Fig. 1: run 1, sizing map
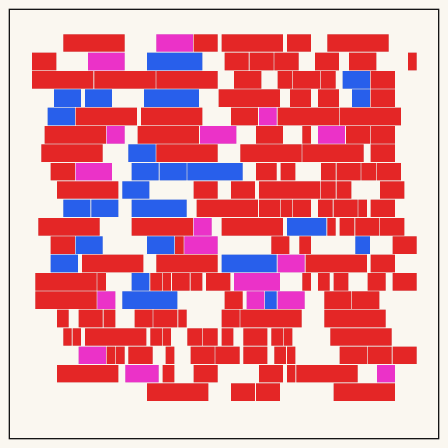
Fig. 2: run 1, wires at chosen ports, followed through buffers
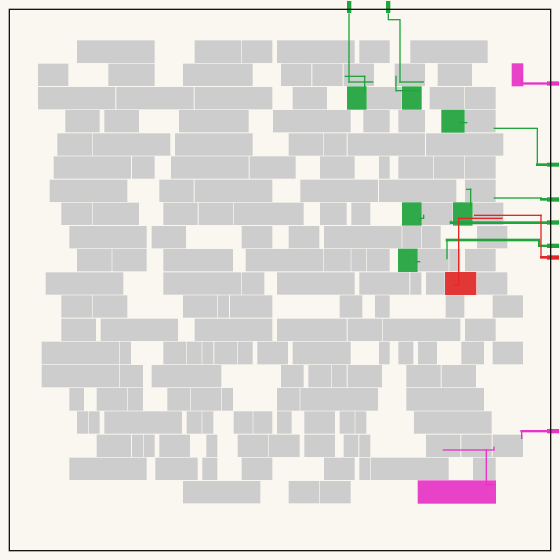
Fig. 3: run 1, cell classes on the final placement
The bar under the picture is 20 microns long.
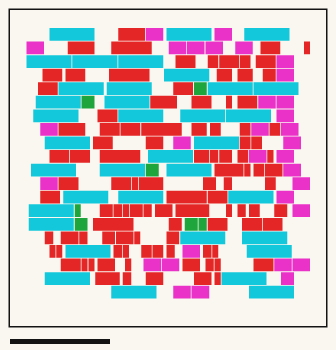
Fig. 4: run 1, routing congestion map
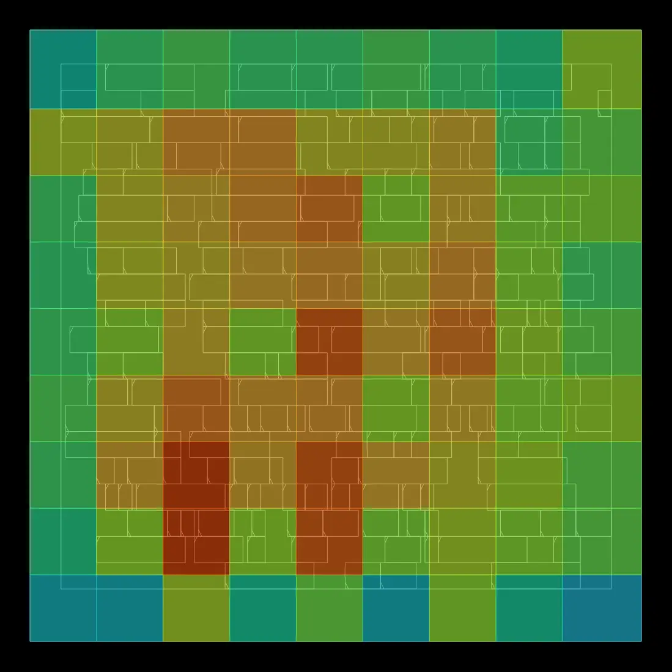
<file path="src/rtl/snoop_bus_controller_pkg.sv">
// rtl/snoop_bus_controller_pkg.sv - MSI state and bus message codes shared with the CPU-side cache FSM
package snoop_bus_controller_pkg;

  // MSI line states
  localparam logic [1:0] MSI_I = 2'b00;
  localparam logic [1:0] MSI_E = 2'b01;
  localparam logic [1:0] MSI_S = 2'b10;

  // Bus message codes
  localparam logic [1:0] BUS_RD   = 2'b00;
  localparam logic [1:0] BUS_WR   = 2'b01;
  localparam logic [1:0] BUS_INV  = 2'b10;
  localparam logic [1:0] BUS_NONE = 2'b11;

  typedef enum logic [1:0] {
    ST_IDLE      = 2'b00,
    ST_LOOKUP    = 2'b01,
    ST_WRITEBACK = 2'b10,
    ST_UPDATE    = 2'b11
  } snoop_state_e;

  // Line state after a snooped message; an invalid line stays invalid
  function automatic logic [1:0] snoop_next_state(input logic [1:0] msg, input logic [1:0] cur);
    if (msg == BUS_RD && cur != MSI_I) begin
      return MSI_S;
    end
    return MSI_I;
  endfunction

endpackage

</file>
<file path="src/rtl/snoop_bus_controller_line_table.sv">
// rtl/snoop_bus_controller_line_table.sv - direct-mapped tag/state table with snoop-priority write ports
module msi_line_table
  import snoop_bus_controller_pkg::*;
#(
  parameter int LINES   = 4,
  parameter int INDEX_W = 2,
  parameter int TAG_W   = 4
) (
  input  logic               clock,
  input  logic               reset_n,
  input  logic [INDEX_W-1:0] rd_idx,
  output logic [TAG_W-1:0]   rd_tag,
  output logic [1:0]         rd_state,
  input  logic               snp_we,
  input  logic [INDEX_W-1:0] snp_idx,
  input  logic [1:0]         snp_state,
  input  logic               cpu_we,
  input  logic [INDEX_W-1:0] cpu_idx,
  input  logic [TAG_W-1:0]   cpu_tag,
  input  logic [1:0]         cpu_state
);

  logic [TAG_W-1:0] tag_q   [LINES];
  logic [1:0]       state_q [LINES];
  logic             cpu_blocked;
  logic [1:0]       cpu_state_clean;

  assign rd_tag   = tag_q[rd_idx];
  assign rd_state = state_q[rd_idx];

  // A snoop update to the same index overrides the CPU write entirely
  assign cpu_blocked     = snp_we && (snp_idx == cpu_idx);
  // The unused code 11 is stored as invalid so the table only ever holds I/E/S
  assign cpu_state_clean = (cpu_state == 2'b11) ? MSI_I : cpu_state;

  // Table storage: CPU writes tag+state, snoop writes state only
  always_ff @(posedge clock or negedge reset_n) begin
    if (!reset_n) begin
      for (int i = 0; i < LINES; i++) begin
        tag_q[i]   <= '0;
        state_q[i] <= MSI_I;
      end
    end else begin
      if (cpu_we && !cpu_blocked) begin
        tag_q[cpu_idx]   <= cpu_tag;
        state_q[cpu_idx] <= cpu_state_clean;
      end
      if (snp_we) begin
        state_q[snp_idx] <= snp_state;
      end
    end
  end

endmodule

</file>
<file path="src/rtl/snoop_bus_controller.sv">
// rtl/snoop_bus_controller.sv - bus-side MSI snoop controller for a direct-mapped cache
module snoop_bus_controller
  import snoop_bus_controller_pkg::*;
#(
  parameter int LINES   = 4,
  parameter int INDEX_W = 2,
  parameter int TAG_W   = 4
) (
  input  logic                     clock,
  input  logic                     reset_n,
  input  logic                     bus_valid,
  input  logic [1:0]               bus_msg,
  input  logic [TAG_W+INDEX_W-1:0] bus_addr,
  output logic                     snoop_ready,
  input  logic                     cpu_upd,
  input  logic [TAG_W+INDEX_W-1:0] cpu_addr,
  input  logic [1:0]               cpu_state,
  output logic                     wb_valid,
  output logic [TAG_W+INDEX_W-1:0] wb_addr,
  input  logic                     wb_ready,
  output logic                     abort_mem,
  output logic [1:0]               line_state,
  output logic                     proto_err
);

  localparam int AW = TAG_W + INDEX_W;

  snoop_state_e    state_q, state_d;
  logic [1:0]      msg_q, msg_d;
  logic [AW-1:0]   addr_q, addr_d;
  logic            proto_err_q, proto_err_d;
  logic [1:0]      line_state_q, line_state_d;

  logic [TAG_W-1:0] rd_tag;
  logic [1:0]       rd_state;
  logic             hit;
  logic             snoop_we;
  logic [1:0]       snoop_state;

  // Lookup and update both address the table with the latched bus address
  msi_line_table #(
    .LINES   (LINES),
    .INDEX_W (INDEX_W),
    .TAG_W   (TAG_W)
  ) u_table (
    .clock     (clock),
    .reset_n   (reset_n),
    .rd_idx    (addr_q[INDEX_W-1:0]),
    .rd_tag    (rd_tag),
    .rd_state  (rd_state),
    .snp_we    (snoop_we),
    .snp_idx   (addr_q[INDEX_W-1:0]),
    .snp_state (snoop_state),
    .cpu_we    (cpu_upd),
    .cpu_idx   (cpu_addr[INDEX_W-1:0]),
    .cpu_tag   (cpu_addr[AW-1:INDEX_W]),
    .cpu_state (cpu_state)
  );

  assign hit         = (rd_tag == addr_q[AW-1:INDEX_W]) && (rd_state != MSI_I);
  // Rule is applied to whatever the entry holds in UPDATE, even if the CPU changed it meanwhile
  assign snoop_state = snoop_next_state(msg_q, rd_state);

  // State and latched-message registers
  always_ff @(posedge clock or negedge reset_n) begin
    if (!reset_n) begin
      state_q      <= ST_IDLE;
      msg_q        <= BUS_RD;
      addr_q       <= '0;
      proto_err_q  <= 1'b0;
      line_state_q <= MSI_I;
    end else begin
      state_q      <= state_d;
      msg_q        <= msg_d;
      addr_q       <= addr_d;
      proto_err_q  <= proto_err_d;
      line_state_q <= line_state_d;
    end
  end

  // Next-state and output decode
  always_comb begin
    state_d      = state_q;
    msg_d        = msg_q;
    addr_d       = addr_q;
    proto_err_d  = proto_err_q;
    line_state_d = line_state_q;
    snoop_we     = 1'b0;
    snoop_ready  = 1'b0;
    wb_valid     = 1'b0;
    abort_mem    = 1'b0;
    wb_addr      = '0;
    case (state_q)
      ST_IDLE: begin
        snoop_ready = 1'b1;
        if (bus_valid && bus_msg != BUS_NONE) begin
          msg_d   = bus_msg;
          addr_d  = bus_addr;
          state_d = ST_LOOKUP;
        end
      end
      ST_LOOKUP: begin
        if (!hit) begin
          state_d = ST_IDLE;
        end else if (rd_state == MSI_E) begin
          if (msg_q == BUS_INV) begin
            // Another cache claims ownership of a line we hold exclusive
            proto_err_d = 1'b1;
            state_d     = ST_IDLE;
          end else begin
            state_d = ST_WRITEBACK;
          end
        end else begin
          state_d = ST_UPDATE;
        end
      end
      ST_WRITEBACK: begin
        wb_valid  = 1'b1;
        abort_mem = 1'b1;
        wb_addr   = addr_q;
        if (wb_ready) begin
          state_d = ST_UPDATE;
        end
      end
      ST_UPDATE: begin
        snoop_we     = 1'b1;
        line_state_d = snoop_state;
        state_d      = ST_IDLE;
      end
      default: state_d = ST_IDLE;
    endcase
  end

  assign proto_err  = proto_err_q;
  assign line_state = line_state_q;

endmodule
</file>
<file path="config.mk">
export PLATFORM = sky130hd
export DESIGN_NAME = snoop_bus_controller
export DESIGN_NICKNAME = d
export VERILOG_FILES = /design/src/rtl/snoop_bus_controller_pkg.sv /design/src/rtl/snoop_bus_controller_line_table.sv /design/src/rtl/snoop_bus_controller.sv
export SDC_FILE = /design/constraint.sdc
export NUM_CORES = 1
export LEC_CHECK = 0
export CAP_MARGIN = 20
export CORE_MARGIN = 3
export CORE_UTILIZATION = 56
export DETAILED_ROUTE_END_ITERATION = 16
export PLACE_DENSITY = 0.8
export SLEW_MARGIN = 15
export SYNTH_ARGS = -nofsm -noshare
export SYNTH_HDL_FRONTEND = slang
export SYNTH_HIERARCHICAL = 1
export SYNTH_SLANG_ARGS = --single-unit
</file>
<file path="constraint.sdc">
create_clock -name clock -period 5.65 [get_ports clock]
set_clock_uncertainty 0.05 [all_clocks]
set_input_delay 1.13 -clock clock [delete_from_list [all_inputs] [get_ports clock]]
set_output_delay 1.13 -clock clock [all_outputs]
set_load 0.01 [all_outputs]
</file>
==> impl_metrics.tcl, run 1 <==
# flow metrics
set metrics [dict create \
    status "completed" \
    drt-total-wl_mm 3.61 \
    met3_length_microns 203 \
    grt_use_met2 0.326 \
    viasPerCell 5.30 \
    max_freq_mhz 319 \
    ctsHtreeMaxLevel 2 \
    clkSinkCount 36 \
    clk_path_buf_depth 2 \
    die_w_microns 63.4 \
    hold_depth 2 \
    fin_crit_sh 0.554 \
    rrSetupSlack_ns 3.41 \
    worst_pin_slew_ns 0.633 \
    wl_met2_mm 1.71 \
    yosys_area_sq_um 1840 \
    layout-drive-gt1-share 0.230 \
    ys_cells 138 \
    top_layer "met4" \
    cts_tree "built" \
    crit_path_max_incr_delay_ns 0.53 \
]
-- Fig. 1 (at the start) --
legend:
  x3 and x4:
    color: magenta
    cells: 17
    share: 9.6%
  x2:
    color: blue
    cells: 24
    share: 13%
  x1 and smaller:
    color: red
    cells: 137
    share: 77%
count of non-CTS buffers in the layout: 32
Finished Cell Area: 2260 sq um

-- Fig. 2 (at the start) --
legend:
  line_state:
    color: magenta
    bits: 2
    direction: output
    edge: right
    end_cells: 2
    wire: 19.0 microns
  wb_ready:
    color: red
    bits: 1
    direction: input
    edge: right
    end_cells: 1
    wire: 26.8 microns
  wb_addr:
    color: green
    bits: 6
    direction: output
    edge: 4 right, 2 top
    end_cells: 6
    wire: 79.3 microns
I/O pin total: 33
I/O Buffers: 31

-- Fig. 3 (at the start) --
legend:
  remaining logic cells:
    color: red
    cells: 103
    share_of_their_area: 43%
  sequential cells:
    color: cyan
    cells: 36
    share_of_their_area: 41%
  remaining buffers and delay cells:
    color: magenta
    cells: 32
    share_of_their_area: 14%
  clock drivers and dummy loads:
    color: green
    cells: 7
    share_of_their_area: 2.1%

-- Fig. 4 (at the start) --
gr usage total: 0.204
M3 GR Usage: 0.0731
final core utilization: 0.727

==> run 1: critical path, delay by kind of cell, from the launching register on <==
kind	cells	cell delay [ns]
buffers and inverters	1	0.53
and+or+nand+nor	2	0.66
DFF	1	0.43
==> run 1: flip-flops by register name, summed over array words and instances (netlist names), named ones only <==
name,count
proto_err,1
state_q,1
u_table/state_q,8
line_state,1
u_table/tag_q,16
msg_q,2
addr_q,6
==> run 1: kinds of logic after synthesis <==
group | Yosys count | synth area share
simple gates | 39 | 0.147
compound gates | 13 | 0.0448
mux | 40 | 0.283
other cells | 1 | 0.00203
flops | 36 | 0.489
buf+inv | 5 | 0.0149
xor+xnor | 4 | 0.0190
==> run 1: layout make-up <==
| class | count | area [sq um] |
|---|---|---|
| Clock buffer | 6 | 41.3 |
| Sequential cell | 36 | 901 |
| Inverter | 2 | 7.51 |
| Tap cell | 44 | 55.1 |
| Clock inverter | 1 | 5.00 |
| Fill cell | 246 | 846 |
| Multi-Input combinational cell | 101 | 930 |
| Timing Repair Buffer | 32 | 318 |
==> run 1: cells in the mapped netlist, drive strengths merged <==
cell type  count
dfrtp         36
o41ai          1
nand4          1
and3           1
a21oi          7
nor2           9
o31ai          1
mux2i          9
mux2          25
and2           7
xor2           2
mux4           6
buf            3
nand3b         4
nor3           1
or2b           1
nand2          4
or3            1
nand3          2
a21boi         1
nor2b          5
conb           1
or3b           1
nand2b         1
xnor2          2
inv            2
o22ai          1
nor3b          1
o21ai          2
==> run 1: power groups by stage <==
stage	sequential (mW)	clock, mW	combinational (mW)
after global routing	0.444	0.142	0.393
after floorplan	0.397	0	0.276
after CTS	0.429	0.130	0.365
after global placement	0.429	0	0.355
after detailed placement	0.434	0	0.364
final	0.428	0.125	0.362
==> run 2, diff against run 1 <==
- CORE_UTILIZATION: 56 -> 47
- PLACE_DENSITY: 0.8 -> 0.71
- clock period: 5.65 -> 2.8 ns (I/O delays scaled with it)
Fig. 5: run 2, cell classes on the final placement
The bar under the picture is 20 microns long.
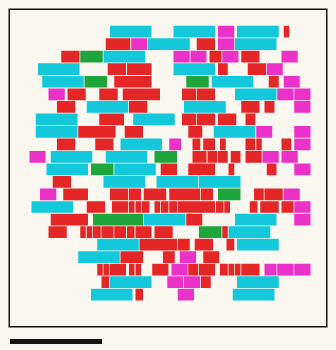
legend:
  remaining buffers and delay cells:
    color: magenta
    cells: 33
    share_of_their_area: 14%
  remaining logic cells:
    color: red
    cells: 103
    share_of_their_area: 41%
  sequential cells:
    color: cyan
    cells: 36
    share_of_their_area: 39%
  clock drivers and dummy loads:
    color: green
    cells: 8
    share_of_their_area: 5.5%

==> impl_metrics.tcl, run 2 <==
# flow metrics
set metrics [dict create \
    largestRegisters "u_table/tag_q x16, u_table/state_q x8, addr_q x6" \
    clkSinkCount 36 \
    viasPerCell 5.30 \
    overflow 0 \
    port_buffers 31 \
    met3_length_microns 179 \
    most_common_cell "dfrtp_1" \
    max_freq_mhz 398 \
    ys_cells 138 \
    ctsHtreeMaxLevel 2 \
    n_fill_cell 292 \
    fin_setup_tns_ns 0 \
    clk_path_buf_depth 2 \
    regMostFlops "u_table/tag_q" \
    top_area_frac 0.489 \
    synth-edff-count 0 \
    worst_pin_slew_ns 0.632 \
    syn_area_sq_um 1840 \
    syn_to_final_growth_pct 27.5 \
    powerComb_uw 768 \
    largest_register_ffs 16 \
    pg_clk_uw 495 \
    power.largest_group "sequential cells" \
    async_flop_share 1.00 \
    wl_met2_mm 1.76 \
    grt_start_max_net_pins 37 \
    busiest_layer "met2" \
    top_layer "met4" \
    ff_type "dfrtp_1" \
    p_per_area_nw_per_um2 899 \
    synthesis.instances 138 \
    grt_use_met2 0.290 \
    grt_use_met3 0.0502 \
    status "completed" \
    cts_tree "built" \
    yosys_area_sq_um 1840 \
    powerSeq_uw 849 \
    final_nets 200 \
    layout-drive-gt1-share 0.244 \
]
Fig. 6: run 2, signal metal coverage by tile
The bar under the picture is 20 microns long. 14 x 14 tiles, from dark purple (low) to yellow (high), scaled to the fullest tile. Values are wire area over tile area, all layers added.
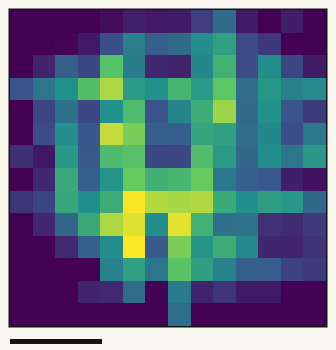
nearly empty tiles: 21%
tiles over half the peak: 27%
fullest tile: 0.38
emptiest ninth of the die: bottom left
densest ninth of the die: middle
WL/cell: 16.3 microns
gr usage total: 0.182
vias after detailed routing: 1,209
drt total wl: 3.72 mm

-- run 2: final cells by class --
cell class	instances	area, sq um	share of cell area
Clock buffer	7	96.3	0.0410
Timing Repair Buffer	33	325	0.138
Inverter	2	7.51	0.00319
Clock inverter	1	30.0	0.0128
Tap cell	48	60.1	0.0256
Multi-Input combinational cell	101	930	0.396
Sequential cell	36	901	0.383
-- run 2: cell families after synthesis --
kind of cell,share of synthesized area
muxes,0.283
buffers and inverters,0.0149
xor gates and xnor gates,0.0190
and+or+nand+nor,0.147
AOI/OAI and AO/OA,0.0448
other,0.00203
DFF,0.489
-- run 2: critical path, cell delays in order (launching register included) --
cell	delay, ns
dfrtp_1	0.41
nor2b_1	0.45
and2_2	0.22
clkdlybuf4s50_1	0.53
-- run 2: worst paths after layout --
path                            from          endpoint  slack (ns)  depth (start not counted)
max                        flip-flop        wb_addr[5]        0.29                          3
min                        proto_err         proto_err        0.43                          2
max reg2reg                addr_q[0]         proto_err        0.77                          4
min reg2reg                proto_err         proto_err        0.43                          2
max in group asynchronous    reset_n  u_table/tag_q[4]        1.73                          2
min in group asynchronous    reset_n  u_table/tag_q[9]        0.65                          2
-- run 2: stage by stage --
step | worst slack [ns] | cell area [sq um] | hold WS, ns | cells | util
finish | 0.287 | 2350 | 0.434 | 228 | 0.632
global route | 0.167 | 2350 | 0.453 | 228 | 0.632
CTS | 0.249 | 2350 | 0.436 | 228 | 0.632
detailed placement | 0.576 | 2220 | 0.412 | 220 | 0.598
global placement | 0.619 | 2220 | 0.406 | 220 | 0.598
floorplan | 0.763 | 1860 | 0.214 | 142 | -
==> run 3, diff against run 2 <==
- SETUP_SLACK_MARGIN: unset -> 0.15
Fig. 7: run 3, signal metal coverage by tile
The bar under the picture is 20 microns long. 14 x 14 tiles, from dark purple (low) to yellow (high), scaled to the fullest tile. Values are wire area over tile area, all layers added.
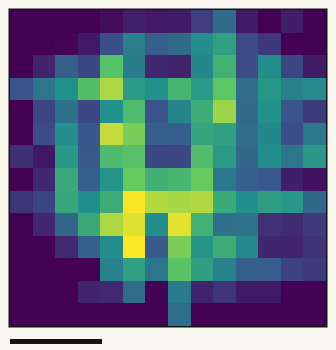
mean over tiles: 0.12
emptiest ninth of the die: bottom left
densest ninth of the die: middle
nearly empty tiles: 21%
tiles over half the peak: 27%

==> impl_metrics.tcl, run 3 <==
# flow metrics
set metrics [dict create \
    yosys_area_sq_um 1840 \
    vias 1209 \
    hold_end "proto_err" \
    async_flop_share 1.00 \
    fin_setup_tns_ns 0 \
    wire_per_inst_microns 16.3 \
    ys_cells 138 \
    crit_path_max_incr_delay_ns 0.53 \
    ctsHtreeMaxLevel 2 \
    crit_slowest_cell "clkdlybuf4s50_1" \
    layout-drive-gt1-share 0.244 \
    largest_register_ffs 16 \
    r2r_start "addr_q[0]" \
    fin_crit_sh 0.898 \
    port_buffers 31 \
    overflow 0 \
    most_common_cell "dfrtp_1" \
    status "completed" \
    cp.depth 3 \
    critPathTopFamily "simple AND/OR/NAND/NOR gates" \
    hold_depth 2 \
    drt-total-wl_mm 3.72 \
]
Fig. 8: run 3, sizing map
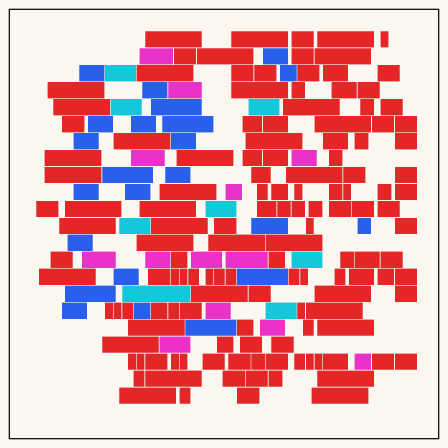
legend:
  x2:
    color: blue
    cells: 23
    share: 13%
  x3 and x4:
    color: magenta
    cells: 13
    share: 7.2%
  x6 and larger:
    color: cyan
    cells: 8
    share: 4.4%
  x1 and smaller:
    color: red
    cells: 136
    share: 76%
setup ws final: 0.287 ns
count of non-CTS buffers in the layout: 33
Layout area overhead: 27.5%
Finished Cell Area: 2350 sq um

==> run 3: cell counts in the layout (fill, tap and decap cells not counted) <==
No cell type changed its count.
==> run 3: worst min-delay path: stages, from the launching register on <==
cell and delay (ns):
dfrtp_1 0.36, inv_1 0.06, o41ai_2 0.04
==> run 3: stage by stage <==
stage          hold WS, ns  area (sq um)  instances  utilization  total power [mW]
6_report             0.434          2350        228        0.632              2.11
4_1_cts              0.436          2350        228        0.632              2.13
3_5_place_dp         0.412          2220        220        0.598              1.63
5_1_grt              0.453          2350        228        0.632              2.25
3_3_place_gp         0.406          2220        220        0.598              1.60
2_1_floorplan        0.214          1860        142            -              1.36
==> run 3: metal layers <==
metal / global-route usage / vias to the layer above / part of all wire
met3: 0.0502 / 2 / 0.048
met2: 0.290 / 29 / 0.47
met5: 0 / - / 0
li1: - / 575 / -
met1: 0.244 / 603 / 0.48
met4: 0.0521 / 0 / 0.0032
==> run 3: kinds of logic (layout without fill, tap and decap cells) <==
group                  after synthesis  after routing  share of synthesized area
AND-OR/OR-AND                       13             13                     0.0448
XOR/XNOR                             4              4                     0.0190
buffers and inverters                5             43                     0.0149
flip-flops                          36             36                      0.489
multiplexers                        40             40                      0.283
other                                1              5                    0.00203
AND/OR/NAND/NOR                     39             39                      0.147
==> run 3: layout make-up <==
cell class	instances	area [sq um]	share of cell area
inverter	2	7.51	0.00319
clock inverter	1	30.0	0.0128
sequential	36	901	0.383
tap	48	60.1	0.0256
timing repair buffer	33	325	0.138
multi-input combinational	101	930	0.396
clock buffer	7	96.3	0.0410
==> run 3: report_power, final <==
group,leakage [nW],switching (mW),internal (mW)
sequential,0.435,0.159,0.690
combinational,0.518,0.322,0.447
clock,0.0645,0.181,0.314
Power and IR drop assume default switching activity.
